==> src/rtl/div_pkg.sv <==
// Shared definitions for the multicycle signed divider: state encoding,
// default operand width and the iteration counter sizing rule.
package div_pkg;

    // Default operand/result width; one quotient bit is produced per CALC cycle.
    localparam int DIV_WIDTH = 32;

    // Controller states.
    typedef enum logic [1:0] {
        IDLE = 2'b00,
        CALC = 2'b01,
        FIX  = 2'b10
    } div_state_t;

    // The counter must be able to hold the value WIDTH itself,
    // hence one bit more than log2.
    function automatic int cnt_width(input int width);
        return $clog2(width) + 1;
    endfunction

    localparam int DIV_CNT_W = cnt_width(DIV_WIDTH);

endpackage

==> src/rtl/div_step.sv <==
// One combinational restoring-division iteration.
// The pair {rem,quo} is shifted left by one bit. A trial subtraction of the
// divisor then decides whether the new quotient bit is 1 (keep the
// difference) or 0 (restore the shifted remainder).
module div_step
    import div_pkg::*;
#(
    parameter int WIDTH = DIV_WIDTH
)
(
    input  logic [WIDTH-1:0] rem,
    input  logic [WIDTH-1:0] quo,
    input  logic [WIDTH-1:0] divisor,
    output logic [WIDTH-1:0] rem_next,
    output logic [WIDTH-1:0] quo_next
);

    logic [WIDTH:0] rem_shifted;
    logic [WIDTH:0] trial;

    // Shift, trial-subtract one bit wider than the operands, then keep or restore.
    always_comb begin
        rem_shifted = {rem, quo[WIDTH-1]};
        trial       = rem_shifted - {1'b0, divisor};
        rem_next    = rem_shifted[WIDTH-1:0];
        quo_next    = {quo[WIDTH-2:0], 1'b0};
        if (!trial[WIDTH]) begin
            rem_next = trial[WIDTH-1:0];
            quo_next = {quo[WIDTH-2:0], 1'b1};
        end
    end

endmodule

==> src/rtl/div_unit.sv <==
// Multicycle signed divider responding to the control FSM's divControl request.
// The unit divides the magnitudes of A and B with an unsigned restoring loop,
// one bit per cycle. A final FIX cycle applies the signs: the quotient
// truncates toward zero, and the remainder follows the dividend's sign.
// A zero divisor raises a one-cycle div0 pulse instead of starting.
module div_unit
    import div_pkg::*;
#(
    parameter int WIDTH = DIV_WIDTH
)
(
    input  logic             clk,
    input  logic             reset,
    input  logic             divControl,
    input  logic [WIDTH-1:0] a_in,
    input  logic [WIDTH-1:0] b_in,
    output logic [WIDTH-1:0] lo_out,
    output logic [WIDTH-1:0] hi_out,
    output logic             done,
    output logic             busy,
    output logic             div0
);

    localparam int             CW   = cnt_width(WIDTH);
    localparam logic [CW-1:0]  LAST = CW'(WIDTH - 1);

    div_state_t state;
    div_state_t next_state;

    logic [WIDTH-1:0] quo;
    logic [WIDTH-1:0] rem;
    logic [WIDTH-1:0] divisor;
    logic             sign_q;
    logic             sign_r;
    logic [CW-1:0]    counter;

    logic [WIDTH-1:0] rem_next;
    logic [WIDTH-1:0] quo_next;
    logic [WIDTH-1:0] abs_a;
    logic [WIDTH-1:0] abs_b;
    logic             b_zero;

    // Operand magnitudes use plain WIDTH-bit negation, so the most negative value maps onto itself.
    always_comb begin
        abs_a  = a_in[WIDTH-1] ? (~a_in + 1'b1) : a_in;
        abs_b  = b_in[WIDTH-1] ? (~b_in + 1'b1) : b_in;
        b_zero = (b_in == '0);
    end

    div_step #(
        .WIDTH    (WIDTH)
    ) u_step (
        .rem      (rem),
        .quo      (quo),
        .divisor  (divisor),
        .rem_next (rem_next),
        .quo_next (quo_next)
    );

    // State register; reset drops any division in flight.
    always_ff @(posedge clk or negedge reset) begin
        if (!reset) begin
            state <= IDLE;
        end else begin
            state <= next_state;
        end
    end

    // Next-state: start only on a non-zero divisor. Run WIDTH CALC steps, then one FIX step.
    always_comb begin
        next_state = state;
        case (state)
            IDLE: begin
                if (divControl && !b_zero) begin
                    next_state = CALC;
                end
            end
            CALC: begin
                if (counter == LAST) begin
                    next_state = FIX;
                end
            end
            FIX: begin
                next_state = IDLE;
            end
            default: begin
                next_state = IDLE;
            end
        endcase
    end

    // Datapath: latch operands on start, iterate in CALC, apply signs and publish in FIX.
    always_ff @(posedge clk or negedge reset) begin
        if (!reset) begin
            quo     <= '0;
            rem     <= '0;
            divisor <= '0;
            sign_q  <= 1'b0;
            sign_r  <= 1'b0;
            counter <= '0;
            lo_out  <= '0;
            hi_out  <= '0;
            done    <= 1'b0;
            busy    <= 1'b0;
            div0    <= 1'b0;
        end else begin
            done <= 1'b0;
            div0 <= 1'b0;
            case (state)
                IDLE: begin
                    if (divControl) begin
                        if (b_zero) begin
                            div0 <= 1'b1;
                        end else begin
                            quo     <= abs_a;
                            divisor <= abs_b;
                            rem     <= '0;
                            sign_q  <= a_in[WIDTH-1] ^ b_in[WIDTH-1];
                            sign_r  <= a_in[WIDTH-1];
                            counter <= '0;
                            busy    <= 1'b1;
                        end
                    end
                end
                CALC: begin
                    rem     <= rem_next;
                    quo     <= quo_next;
                    counter <= counter + 1'b1;
                end
                FIX: begin
                    lo_out <= sign_q ? (~quo + 1'b1) : quo;
                    hi_out <= sign_r ? (~rem + 1'b1) : rem;
                    done   <= 1'b1;
                    busy   <= 1'b0;
                end
                default: begin
                end
            endcase
        end
    end

endmodule
==> config.mk <==
export PLATFORM = sky130hd
export DESIGN_NAME = div_unit
export DESIGN_NICKNAME = d
export VERILOG_FILES = /design/src/rtl/div_pkg.sv /design/src/rtl/div_step.sv /design/src/rtl/div_unit.sv
export SDC_FILE = /design/constraint.sdc
export NUM_CORES = 1
export LEC_CHECK = 0
export CORE_ASPECT_RATIO = 1.5
export CORE_MARGIN = 2
export CORE_UTILIZATION = 60
export CTS_BUF_LIST = sky130_fd_sc_hd__clkbuf_16
export CTS_CLUSTER_SIZE = 40
export DETAILED_ROUTE_END_ITERATION = 12
export HOLD_SLACK_MARGIN = 0.12
export PLACE_DENSITY = 0.85
export SYNTH_ARGS = -nofsm -noshare
export SYNTH_HDL_FRONTEND = slang
export SYNTH_HIERARCHICAL = 1
export SYNTH_SLANG_ARGS = --single-unit
==> constraint.sdc <==
create_clock -name clk -period 8.2 [get_ports clk]
set_input_delay 0.82 -clock clk [delete_from_list [all_inputs] [get_ports clk]]
set_output_delay 0.82 -clock clk [all_outputs]
set_load 0.02 [all_outputs]
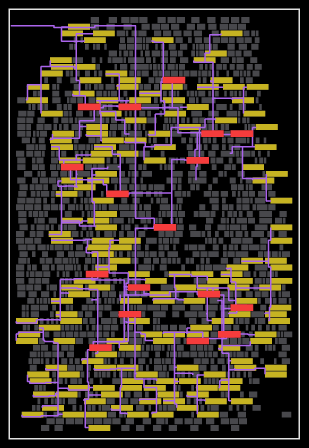
Run 1: clock distribution
[flip-flops] yellow | count: 173
[clock drivers] red | count: 17
[clock wires] purple | length: 2190 um
routed clock nets: 18
flops lie: all over the die

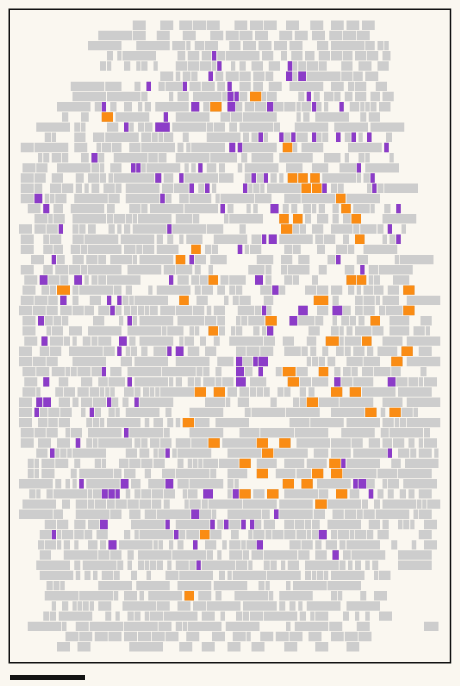
Run 1: gate families picked out
The bar under the picture is 20 um long.
[nor cells] purple | cells: 134 | where: all over the die
[non-inverting ao/oa cells] orange | cells: 61

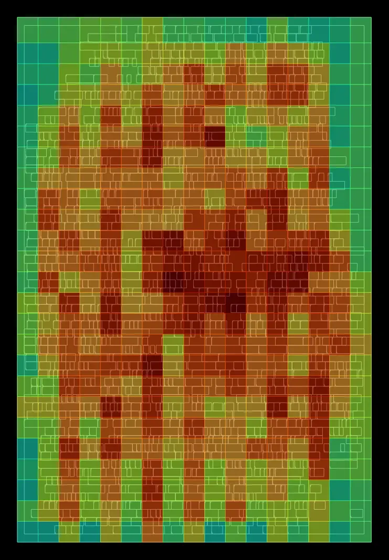
Run 1: routing congestion map
met2 Track Usage GR: 58.7%
grt met1 use: 31.4%

[run 1: cell type report]
| cell class | count | share of cell area (%) |
|---|---|---|
| multi-input combinational | 995 | 48.7 |
| timing repair buffer | 140 | 10.3 |
| clock buffer | 17 | 3.17 |
| sequential | 173 | 32.3 |
| tap | 256 | 2.39 |
| clock inverter | 15 | 1.59 |
| inverter | 55 | 1.54 |
[run 1: kinds of logic after synthesis]
| group | after synthesis | share of synthesized area (%) |
|---|---|---|
| DFF | 173 | 37.4 |
| muxes | 36 | 3.98 |
| buffers and inverters | 158 | 6.37 |
| AOI/OAI and AO/OA | 398 | 21.4 |
| xor gates and xnor gates | 146 | 11.1 |
| adders and majority gates | 38 | 4.17 |
| and+or+nand+nor | 377 | 15.6 |
[run 1: worst register-to-register path: cells and delay by family, from the launching register on]
kind / cells / cell delay (ns)
adders and majority gates: 2 / 0.63
AOI/OAI and AO/OA: 5 / 1.08
and+or+nand+nor: 3 / 0.72
buffers and inverters: 2 / 0.34
muxes: 2 / 1.12
DFF: 1 / 0.41
[run 1: path summary, 6_finish.rpt]
path                                                to  depth (start not counted)
worst max register to register     rem[28]$_DFFE_PN0P_                         14
worst min-delay path            counter[5]$_DFFE_PN0P_                          1
max in group asynchronous       lo_out[29]$_DFFE_PN0P_                          2
min in group asynchronous       hi_out[23]$_DFFE_PN0P_                          1
worst min register to register  counter[5]$_DFFE_PN0P_                          1
worst max-delay path               rem[28]$_DFFE_PN0P_                         14
[run 1: layer usage]
layer | share of wire (%) | track usage (%)
met1 | 35 | 31.4
met2 | 55 | 58.7
met3 | 4.1 | 4.59
met4 | 6.7 | 19.7
met5 | 0 | 0
==> job_summary.md, run 1 <==
### Yosys + OpenROAD results

| Metric | Value |
|---|---|
| Status | `finished, final reports clean` |
| Final min period | `4.41 ns` |
| Cell Chain, Critical Path | `inv_1, ha_1, fa_1, and2b_1, o2111ai_1, a21oi_2, o2111ai_1, a211oi_2, nor2_2, mux2i_1, and2_4, inv_2, mux2_4, a22o_1` |
| Ys async rst share | `100%` |
| Clock root buffer | `clkbuf_16` |
| First-pass GRT wire length | `50.4 mm` |
| Vias in the first global route | `9950` |
| Pleak | `0.00566 uW` |
| Fin Clk Skew | `0.0148 ns` |
| GRT overflow | `0` |
| Cell Count, Final, Fillers Out | `1651` |
| Switching share of power | `45.6%` |
| Mean Syn Cell Area | `8.73 um^2` |
| Yosys warning count | `6` |
| Critical Path Source | `quo[31]$_DFFE_PN0P_` |
| Area Growth Syn to Fin | `15.9%` |
| P_comb | `3560 uW` |
| Startpoint types | `flop` |
| Starting DRC count in detailed routing | `709` |
| P_seq | `1640 uW` |
| FILL cells | `1485` |
| CP required | `8.53 ns` |
| Synth Flop Type | `dfrtp_1` |
| CTS resizes | `0` |
| Residual DRC | `0` |
| Die outline width | `117 um` |
| Mapped Cells | `1326` |
| Maximum VDD drop | `0.000228 V` |
| Post-synth cell types | `71` |
| Clock-pin slew on the worst setup and hold paths | `0.07 ns` |
| Power Density | `452 nW/um^2` |
Run 1, metal layers overlaid:
The bar under the picture is 20 um long.
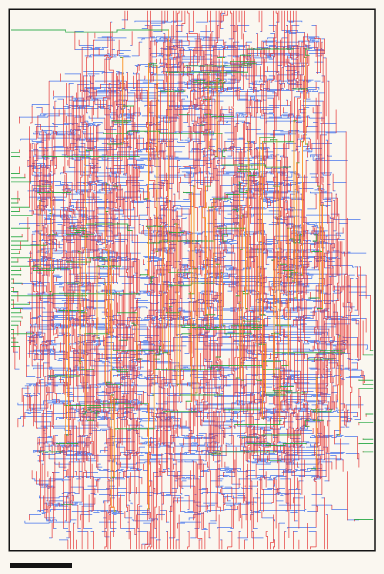

==> run 2: changes to the inputs <==
--- a/config.mk
+++ b/config.mk
@@ -7,12 +7,12 @@
 export LEC_CHECK = 0
 export CORE_ASPECT_RATIO = 1.5
 export CORE_MARGIN = 2
-export CORE_UTILIZATION = 60
+export CORE_UTILIZATION = 57
 export CTS_BUF_LIST = sky130_fd_sc_hd__clkbuf_16
 export CTS_CLUSTER_SIZE = 40
 export DETAILED_ROUTE_END_ITERATION = 12
 export HOLD_SLACK_MARGIN = 0.12
-export PLACE_DENSITY = 0.85
+export PLACE_DENSITY = 0.81
 export SYNTH_ARGS = -nofsm -noshare
 export SYNTH_HDL_FRONTEND = slang
 export SYNTH_HIERARCHICAL = 1
==> constraint.sdc (replaced) <==
create_clock -name clk -period 4.1 [get_ports clk]
set_input_delay 0.41 -clock clk [delete_from_list [all_inputs] [get_ports clk]]
set_output_delay 0.41 -clock clk [all_outputs]
set_load 0.02 [all_outputs]
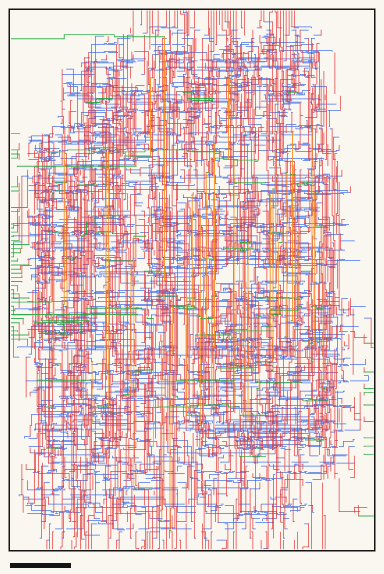
Run 2: metal layers overlaid
The bar under the picture is 20 um long.
[metal 2] red | wire length: 16400 um
[metal 1] blue | wire length: 10900 um
[metal 3] green | wire length: 1020 um
[metal 4] orange | wire length: 2080 um

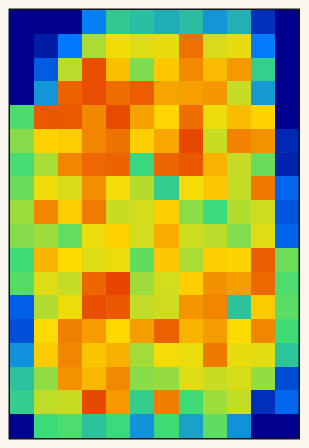
Run 2: cell density map
12 x 18 tiles, from dark blue (low) to red (high), 0 to 100% covered.
mean over tiles: 62%
fullest tile: 92%
tiles over 75% full: 39%
nearly empty tiles: 6.5%

==> run 2 against run 1 <==
- via count decreased by 1.5%
- clock power rose by 86%
- maximum frequency rose by 14%
- power increased by 95%
- final area is 0.90% higher
- highest routed layer unchanged
- synthesized area unchanged
- worst hold slack got worse by 0.0039 ns
- cell count rose by 1.5%
- register-to-register slack worse by 3.5 ns
- first-iteration DRC count is 0.85% lower
- sequential share of layout area fell by 0.29 points
- critical endpoint is now rem[3]$_DFFE_PN0P_
- non-clock buffer count grew 20
==> job_summary.md, run 2 <==
### Yosys + OpenROAD results

| Metric | Value |
|---|---|
| Residual DRC | `0` |
| Ys async rst share | `100%` |
| Non-clk bufs | `160` |
| Slowest stage cell on the critical path | `inv_2` |
| GRT overflow | `0` |
| Data arrival time of the worst path | `4.18 ns` |
| Mux frac, synth | `3.98%` |
| Clock buf/inv share | `4.35%` |
| Mean Syn Cell Area | `8.73 um^2` |
| MI comb cells | `995` |
| Maximum VDD drop | `0.000560 V` |
| Top Metal Used | `met4` |
| Starting DRC count in detailed routing | `703` |
| Flip-flops | `173` |
| CTS resizes | `0` |
| Non-clk buf share | `11.5%` |
| Fin Clk Skew | `0.0127 ns` |
| Largest class | `multi-input combinational cells` |
| Grt met1 use | `30.9%` |
| FILL cells | `1660` |
| N_taps | `260` |
| Startpoint types | `flop` |
| Top cell excl fill/tap | `dfrtp_1` |
| GR Layer Usage met3 | `3.87%` |
| Die outline width | `120 um` |
| Signal inverters | `55` |
| Clock buf count | `17` |
| Status | `finished, final reports clean` |
| CTS Sinks | `173` |
| CP required | `4.43 ns` |
| XORs/XNORs by Area | `11.1%` |
| GR peak layer | `met2` |
| DR WL met3 | `1.02 mm` |
| Fa+ha+maj area frac | `4.17%` |
| Post-synth cell types | `71` |
| Compound Share, Synth | `21.4%` |
| First-pass GRT wire length | `49.6 mm` |
| Synth Flop Type | `dfrtp_1` |
| Yosys warning count | `6` |
| Logic share of the area | `48.3%` |
| Flop share of the area | `32.0%` |
| Clock-pin slew on the worst setup and hold paths | `0.07 ns` |
| Mapped Cells | `1326` |
| Power Density | `875 nW/um^2` |
| Final min period | `3.85 ns` |
| Vias in the first global route | `10100` |
| Unrepaired setup endpoints after global routing | `no` |
| Prevailing logic family in the synthesized netlist | `AND-OR/OR-AND gates` |
==> run 2: cell counts after synthesis <==
Identical to the previous run, type by type.
==> run 2: metrics by stage <==
stage	util [%]	worst slack [ns]	hold slack, ns	instances	total power (uW)
after CTS	68.1	0.251	0.485	1675	11800
after floorplan	-	0.860	0.114	1326	8580
after global placement	65.1	0.356	0.460	1642	9940
final	68.1	0.248	0.477	1675	11800
after global routing	68.1	0.0240	0.520	1675	12700
after detailed placement	65.1	0.270	0.469	1642	10100
==> run 2: worst paths after layout <==
path                            depth (start not counted)                   start                endpoint  slack (ns)
worst max-delay path                                   14     quo[31]$_DFFE_PN0P_      rem[3]$_DFFE_PN0P_        0.25
worst min-delay path                                    2  hi_out[17]$_DFFE_PN0P_  hi_out[17]$_DFFE_PN0P_        0.48
worst max register to register                         14     quo[31]$_DFFE_PN0P_      rem[3]$_DFFE_PN0P_        0.25
worst min register to register                          2  hi_out[17]$_DFFE_PN0P_  hi_out[17]$_DFFE_PN0P_        0.48
max in group asynchronous                               3                   reset     rem[18]$_DFFE_PN0P_        2.48
min in group asynchronous                               2                   reset  hi_out[25]$_DFFE_PN0P_        0.60
==> run 2: cell families (layout without fill, tap and decap cells) <==
family	count (synthesis)	count (layout)
AND/OR/NAND/NOR	377	377
adder cells (fa/ha/maj)	38	38
multiplexers	36	36
AND-OR/OR-AND	398	398
flip-flops	173	173
XOR/XNOR	146	146
buffers and inverters	158	247
==> run 2: where the power goes <==
group          total [uW]  switching, uW  leakage [uW]  internal, uW
Combinational        7090           3660       0.00325          3440
Sequential           3130            787       0.00220          2340
Clock                1610            793      0.000290           821
==> run 2: timing repair <==
item | 4_1_cts | 5_1_grt
hold buffers | 1 | 0
setup endpoints to repair | 0 | 0
endpoints found under the hold margin | 84 | 0
setup buffers | 0 | 0
Run 2, routing congestion map:
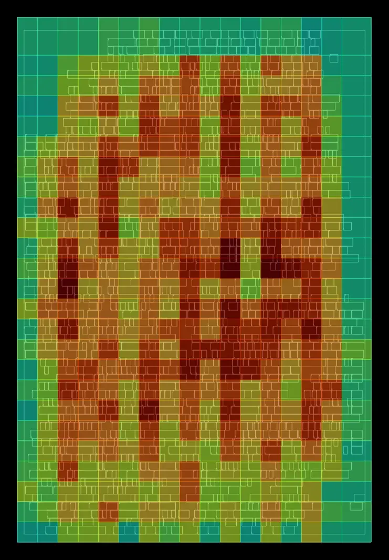

==> run 3: changes to the inputs <==
--- a/config.mk
+++ b/config.mk
@@ -7,12 +7,12 @@
 export LEC_CHECK = 0
 export CORE_ASPECT_RATIO = 1.5
 export CORE_MARGIN = 2
-export CORE_UTILIZATION = 57
+export CORE_UTILIZATION = 55
 export CTS_BUF_LIST = sky130_fd_sc_hd__clkbuf_16
 export CTS_CLUSTER_SIZE = 40
 export DETAILED_ROUTE_END_ITERATION = 12
 export HOLD_SLACK_MARGIN = 0.12
-export PLACE_DENSITY = 0.81
+export PLACE_DENSITY = 0.79
 export SYNTH_ARGS = -nofsm -noshare
 export SYNTH_HDL_FRONTEND = slang
 export SYNTH_HIERARCHICAL = 1
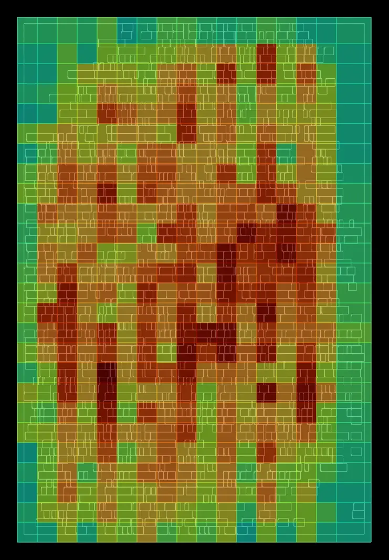
Run 3: routing congestion map
GR Layer Usage met3: 4.15%
gr usage total: 28.3%

==> run 3 against run 2 <==
- cell count grew 0.54%
- register-to-register slack lost 0.02 ns
- power grew 1.4%
- clock power is essentially flat
- non-clock buffer count grew 1
- worst hold slack gained 0.00086 ns
- die area grew 3.5%
- sequential power grew 2%
- maximum frequency shrank 0.64%
- utilization shrank 3.0 points
- critical endpoint unchanged
- largest cell class unchanged
- highest routed layer unchanged
==> job_summary.md, run 3 <==
### Yosys + OpenROAD results

| Metric | Value |
|---|---|
| Top cell excl fill/tap | `dfrtp_1` |
| Hold EP | `counter[5]$_DFFE_PN0P_` |
| CP required | `4.43 ns` |
| Switching share of power | `45.1%` |
| NetSw | `5410 uW` |
| CTS Sinks | `173` |
| Post-synth cell types | `71` |
| Yosys warning count | `6` |
| Ys async rst share | `100%` |
| Mux frac, synth | `3.98%` |
| Critical Path Source | `quo[31]$_DFFE_PN0P_` |
| Mean Syn Cell Area | `8.73 um^2` |
| Vias in the first global route | `9803` |
| Worst r2r src | `quo[31]$_DFFE_PN0P_` |
| P_comb | `7190 uW` |
| Area Growth Syn to Fin | `17.3%` |
| Compound Share, Synth | `21.4%` |
| Combinational power share | `59.9%` |
| XORs/XNORs by Area | `11.1%` |
| Pleak | `0.00575 uW` |
| GRT overflow | `0` |
| HP Start | `counter[5]$_DFFE_PN0P_` |
| Final Util | `65.2%` |
| Reg2Reg Depth | `14` |
| Top pwr grp | `combinational cells` |
| Residual DRC | `0` |
| Synth Flop Type | `dfrtp_1` |
| R2r endpoint | `rem[3]$_DFFE_PN0P_` |
| Status | `finished, final reports clean` |
| Maximum VDD drop | `0.000428 V` |
| Power Density | `885 nW/um^2` |
| Worst hold path depth | `1` |
| Area fraction in and, or, nand and nor cells | `15.6%` |
| FILL cells | `1824` |
| Final min period | `3.88 ns` |
| First-pass GRT wire length | `49.3 mm` |
| Power Internal | `6590 uW` |
| Fa+ha+maj area frac | `4.17%` |
| Startpoint types | `flop` |
| Clock network fraction of design power | `13.6%` |
| Data arrival time of the worst path | `4.20 ns` |
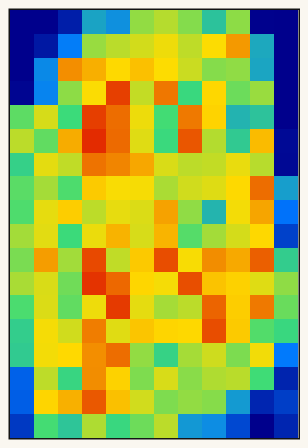
Run 3: cell density map
12 x 18 tiles, from dark blue (low) to red (high), 0 to 100% covered.
tiles over 75% full: 28%
nearly empty tiles: 6.5%
mean over tiles: 60%
fullest tile: 95%

## run 3: netlist changes by cell type in the layout (fill, tap and decap cells not counted)
cell	previous run	this run
clkinvlp_4	0	2
clkinv_1	2	1
buf_12	1	2
inv_12	0	1
clkinv_4	2	0
clkinv_2	0	1
inv_8	6	5
## run 3: worst max-delay path, stage by stage (launching register included)
cell and delay [ns]:
dfrtp_1 0.40, inv_1 0.06, ha_1 0.22, fa_1 0.41, and2b_1 0.23, o2111ai_1 0.14
a21oi_2 0.26, o2111ai_1 0.19, a211oi_2 0.28, nor2_2 0.11, mux2i_1 0.15, and2_4 0.21
inv_2 0.50, mux2_1 0.38, a22o_1 0.21
## run 3: cell type report
type	instances	area [um^2]	area share [%]
multi-input combinational	995	6530	48.2
sequential	173	4330	31.9
timing repair buffer	161	1570	11.6
clock buffer	17	425	3.14
tap	268	335	2.47
inverter	55	206	1.52
clock inverter	15	168	1.24
## run 3: how the worst max path moves through the flow
| stage | end | slack [ns] |
|---|---|---|
| after global routing | rem[4]$_DFFE_PN0P_ | 0.04 |
| after CTS | rem[3]$_DFFE_PN0P_ | 0.27 |
| after floorplan | rem[13]$_DFFE_PN0P_ | 0.86 |
| after detailed placement | rem[3]$_DFFE_PN0P_ | 0.31 |
| final | rem[3]$_DFFE_PN0P_ | 0.22 |
| after global placement | rem[3]$_DFFE_PN0P_ | 0.42 |
## run 3: stage by stage
step / setup WS, ns / instances / total power, uW
finish: 0.223 / 1684 / 12000
global route: 0.0371 / 1684 / 12700
CTS: 0.268 / 1684 / 11900
detailed placement: 0.308 / 1651 / 10200
global placement: 0.423 / 1651 / 10100
floorplan: 0.860 / 1326 / 8580
## run 3: layer usage
layer	share of wire, %	GRT usage [%]
met1	37	30.6
met2	54	50.8
met3	3.2	4.15
met4	6.5	18.0
met5	0	0
Power figures rest on the tool's default switching activity, not on a simulated workload.
